==> run_1/wire_density.png <==
The bar under the picture is 20 microns long. The die is cut into 21 by 21 equal tiles; dark purple is low, yellow is high, scaled to the fullest tile. Values are wire area over tile area, all layers added.
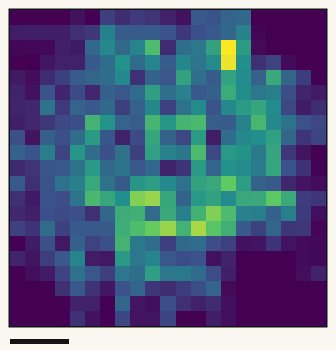
==> run_1/cell_classes.png <==
The bar under the picture is 20 microns long.
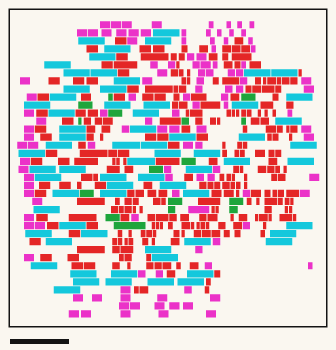
==> run_1/port_nets.png <==
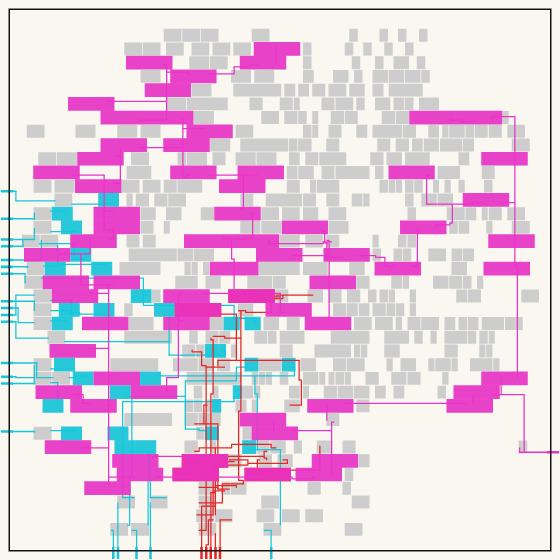
Design playfield_lock_sequencer, sky130hd; sources not shown.
==> results_dict.tcl, run 1 <==
# implementation run metrics
set metrics [dict create \
    status "finished clean" \
    dpl.cell_count 585 \
    ys_top_cells_by_area "dfrtp_1, mux2_2, mux4_1" \
    ys_cells 349 \
    antenna_found_initial 0 \
    clk_pin_slew_ps 70 \
    syn_area_sq_mm 0.003925 \
    yosys_most_used_dff "dfrtp_1" \
    drt_first_pass_iters 4 \
    synth.largest_area_cell "dfrtp_1" \
    postSynthCellCount 349 \
    die_h_microns 107.0 \
    crit_required_ps 2310 \
    core_area_sq_mm 0.01032 \
    instances_no_fill 606 \
    cts_made_buffers 9 \
    clk_latency_ps 350 \
    ctsHoldBuffers 0 \
    maxSlewViolCount 0 \
    relSlewSlack 0.5984 \
    cts_tree "done" \
    finalNetCount 525 \
    r2r_slack_ps 1030 \
    fin_crit_ps 3219 \
    hold_depth 1 \
    num_antenna_cells 0 \
    power.density_mw_per_mm2 964.7 \
    common_cells "dfrtp_1, mux2_2, nand2_1, o21ai_0, inv_1" \
    power_w 0.005058 \
    place_area_sq_mm 0.005077 \
    layout_top_cells "dfrtp_1, clkdlybuf4s50_1, mux2_2, buf_4, nand2_1" \
    first_iter_violations 168 \
    fillCellCount 976 \
    grt_pass1_vias 3166 \
    clockRootBuffer "clkbuf_8" \
    top_area_frac 0.4335 \
    dieArea_sq_mm 0.01145 \
    hold_slack_ps 503.6 \
    ys_seq_elements 68 \
    fmax_ghz 0.3106 \
    yosys_warnings 0 \
    ys_types 66 \
    synth-edff-count 0 \
    layout_top_cell "dfrtp_1" \
    htreeDepth 3 \
    crit_path_max_fanout 5 \
    avgViaCountPerCell 5.284 \
    die-width_microns 107.0 \
    dpl.hpwl_mm 7.536 \
]
About wire_density.png:
tiles over half the peak: 16%
emptiest ninth of the die: south-east
mean over tiles: 0.14
mean routed wirelength per cell: 16.56 microns
Vias: 3,202
total wire length: 10.04 mm
All-Layer GR Usage: 0.1834

About cell_classes.png:
[red] all other logic | cells: 268 | share of their area: 43%
[green] clock drivers and dummy loads | cells: 16 | share of their area: 3.8%
[cyan] flops | cells: 68 | share of their area: 34%
[magenta] other buffers and delay cells | cells: 118 | share of their area: 20%
cell row count: 37
Final Cell Area: 0.005243 sq mm

About port_nets.png:
[cyan] `blocks_ypos` | bits: 20 | direction: input | edge: 15 west, 5 south | end cells: 30 | buffers: 20 | wire: 525 microns
[red] `wr_addr` | bits: 5 | direction: output | edge: south | end cells: 5 | buffers: 9 | wire: 362 microns
[magenta] `Reset_n` | bits: 1 | direction: input | edge: east | end cells: 68 | buffers: 3 | wire: 555 microns
IO Pins: 80
PortBufs: 79

## run 1: kinds of logic (layout without fill, tap and decap cells)
family	after synthesis	in the layout	share of synthesized area
buffers and inverters	31	151	0.03634
flip-flops	68	68	0.4335
AND-OR/OR-AND	94	95	0.1741
multiplexers	56	56	0.1916
XOR/XNOR	10	10	0.02231
adder cells (fa/ha/maj)	7	7	0.02231
AND/OR/NAND/NOR	83	83	0.1199
## run 1: critical path, stage by stage
cell and delay, ps:
clkdlybuf4s15_1 200, nand2_2 100, nor3_4 50, a311oi_2 350, o21bai_4 230, a22o_1 180, buf_2 130
## run 1: layer usage
layer	track usage	wire length (microns)	up-vias
met4	0.04453	86	0
met3	0.04377	429	6
met2	0.3098	5124	84
li1	-	-	1551
met5	0	0	-
met1	0.2381	4398	1561
## run 1: metrics by stage
step | TNS, ps | util
final | 0 | 0.5078
after floorplan | 0 | -
after detailed placement | -6412 | 0.4918
after global routing | 0 | 0.5078
after CTS | 0 | 0.5089
after global placement | -5998 | 0.4918
## run 1: cell type report
class,count,area [sq um],share of cell area
clock buffers,10,127.6,0.02434
clock inverters,6,63.81,0.01217
inverters,17,63.81,0.01217
multi-input cells,251,2117,0.4038
flip-flops and latches,68,1704,0.3251
well taps,136,170.2,0.03246
repair buffers,118,996.0,0.1900
## run 1: timing repair
action | CTS | global route
gates cloned | 1 | 0
endpoints found under the setup margin | 11 | 11
buffers inserted | 2 | 3
gates resized | 61 | 22
pin swaps | 11 | 10
## run 1: where the power goes
part,leakage [nW],internal (W),switching (W)
combinational,1.37,0.00152,0.00135
sequential,0.801,0.00123,0.000270
clock,0.0927,0.000349,0.000339
total,2.27,0.00310,0.00196
==> run 2, diff against run 1 <==
--- a/config.mk
+++ b/config.mk
@@ -11,7 +11,6 @@
 export CORE_MARGIN = 2
 export CORE_UTILIZATION = 37
 export CTS_CLUSTER_DIAMETER = 40
-export CTS_CLUSTER_SIZE = 40
 export DETAILED_ROUTE_END_ITERATION = 10
 export PLACE_DENSITY = 0.77
 export SLEW_MARGIN = 20
==> run 2 against run 1 <==
Compared with the run above: critical endpoint unchanged; non-clock buffer count did not move; maximum frequency unchanged; clock skew stayed put; register-to-register slack barely moved; setup slack did not move; first-iteration DRC count stayed put; cell area unchanged; area after synthesis unchanged.
==> results_dict.tcl, run 2 <==
# implementation run metrics
set metrics [dict create \
    avgViaCountPerCell 5.284 \
    ys_cells 349 \
    die-width_microns 107.0 \
    drt_first_pass_iters 4 \
    first_iter_violations 168 \
    fmax_ghz 0.3106 \
    layout_top_cell "dfrtp_1" \
    hold_depth 1 \
    dieArea_sq_mm 0.01145 \
    maxSlewViolCount 0 \
    num_antenna_cells 0 \
    finalNetCount 525 \
    comb_power_share 0.568 \
    switching_share 0.3876 \
    crit_required_ps 2310 \
    wire_per_inst_microns 16.56 \
    antenna_found_initial 0 \
    worst-path-stages 7 \
    power_w 0.005058 \
    portBuffers 79 \
    synth-edff-count 0 \
    common_cells "dfrtp_1, mux2_2, nand2_1, o21ai_0, inv_1" \
    r2r_slack_ps 1030 \
    fillCellCount 976 \
    ctsHoldBuffers 0 \
    cp_cell_sequence "clkdlybuf4s15_1 -> nand2_2 -> nor3_4 -> a311oi_2 -> o21bai_4 -> a22o_1 -> buf_2" \
    clk_latency_ps 350 \
    cts_made_buffers 9 \
    yosys_most_used_dff "dfrtp_1" \
    tns_ps 0 \
    internal_power_w 0.003097 \
    crit_family "AND-OR/OR-AND gates" \
    worst-path-buf-inv 2 \
    dpl.hpwl_mm 7.536 \
    crit_path_max_fanout 5 \
    clockPowerShare 0.136 \
    syn_area_sq_mm 0.003925 \
    fin_area_sq_mm 0.005243 \
    status "finished clean" \
    seq_power_share 0.296 \
    layout_top_cells "dfrtp_1, clkdlybuf4s50_1, mux2_2, buf_4, nand2_1" \
    slowest_stage "a311oi_2" \
]
[run 2: timing repair]
item                                    CTS  global route
endpoints found under the setup margin   11            11
gates cloned                              1             0
buffers inserted                          2             3
gates resized                            61            22
pin swaps                                11            10
[run 2: metrics by stage]
step                cells  utilization
CTS                   604       0.5089
floorplan             349            -
global placement      585       0.4918
finish                606       0.5078
global route          606       0.5078
detailed placement    585       0.4918
[run 2: layout make-up]
| type | count | area [sq um] | share of cell area |
|---|---|---|---|
| clock buffer | 10 | 127.6 | 0.02434 |
| clock inverter | 6 | 63.81 | 0.01217 |
| inverter | 17 | 63.81 | 0.01217 |
| multi-input combinational | 251 | 2117 | 0.4038 |
| sequential | 68 | 1704 | 0.3251 |
| tap | 136 | 170.2 | 0.03246 |
| timing repair buffer | 118 | 996.0 | 0.1900 |
[run 2: metal layers]
| layer | share of wire | track usage | vias up | routed length, microns |
|---|---|---|---|---|
| met5 | 0 | 0 | - | 0 |
| met4 | 0.0086 | 0.04453 | 0 | 86 |
| met3 | 0.043 | 0.04377 | 6 | 429 |
| met2 | 0.51 | 0.3098 | 84 | 5124 |
| met1 | 0.44 | 0.2381 | 1561 | 4398 |
| li1 | - | - | 1551 | - |
[run 2: power by group through the flow]
stage	Combinational [W]	Clock (W)	Sequential (W)
floorplan	0.00180	0	0.00148
global placement	0.00283	0	0.00149
detailed placement	0.00287	0	0.00151
CTS	0.00285	0.000712	0.00149
global route	0.00315	0.000745	0.00155
finish	0.00287	0.000688	0.00150
[run 2: logic make-up after synthesis]
group,share of synthesized area
AND-OR/OR-AND,0.1741
AND/OR/NAND/NOR,0.1199
flip-flops,0.4335
multiplexers,0.1916
buffers and inverters,0.03634
XOR/XNOR,0.02231
adder cells (fa/ha/maj),0.02231
==> run_2/drive_strength.png <==
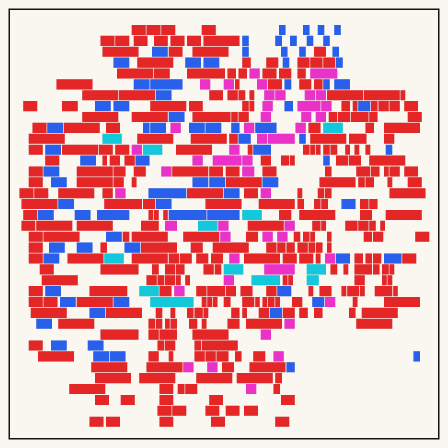
[magenta] drive 3 to 4 | cells: 47 | share: 10%
[red] drive 1 or less | cells: 330 | share: 70%
[blue] drive 2 | cells: 81 | share: 17%
[cyan] drive 6 and up | cells: 12 | share: 2.6%
Non-clock buffers: 118
final worst slack: 80.71 ps
area grow syn2layout: 33.57%

==> run_2/cell_classes.png <==
The bar under the picture is 20 microns long.
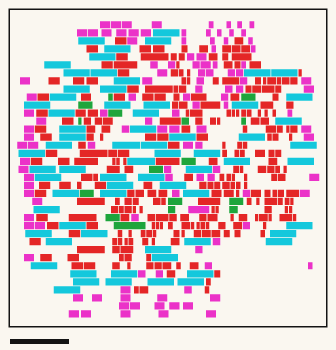
[red] all other logic | cells: 268 | share of their area: 43%
[cyan] flops | cells: 68 | share of their area: 34%
[magenta] other buffers and delay cells | cells: 118 | share of their area: 20%
[green] clock drivers and dummy loads | cells: 16 | share of their area: 3.8%
flop share of the area: 0.3251
core area: 0.01032 sq mm
final core occ: 0.5078

Power and IR drop assume default switching activity.
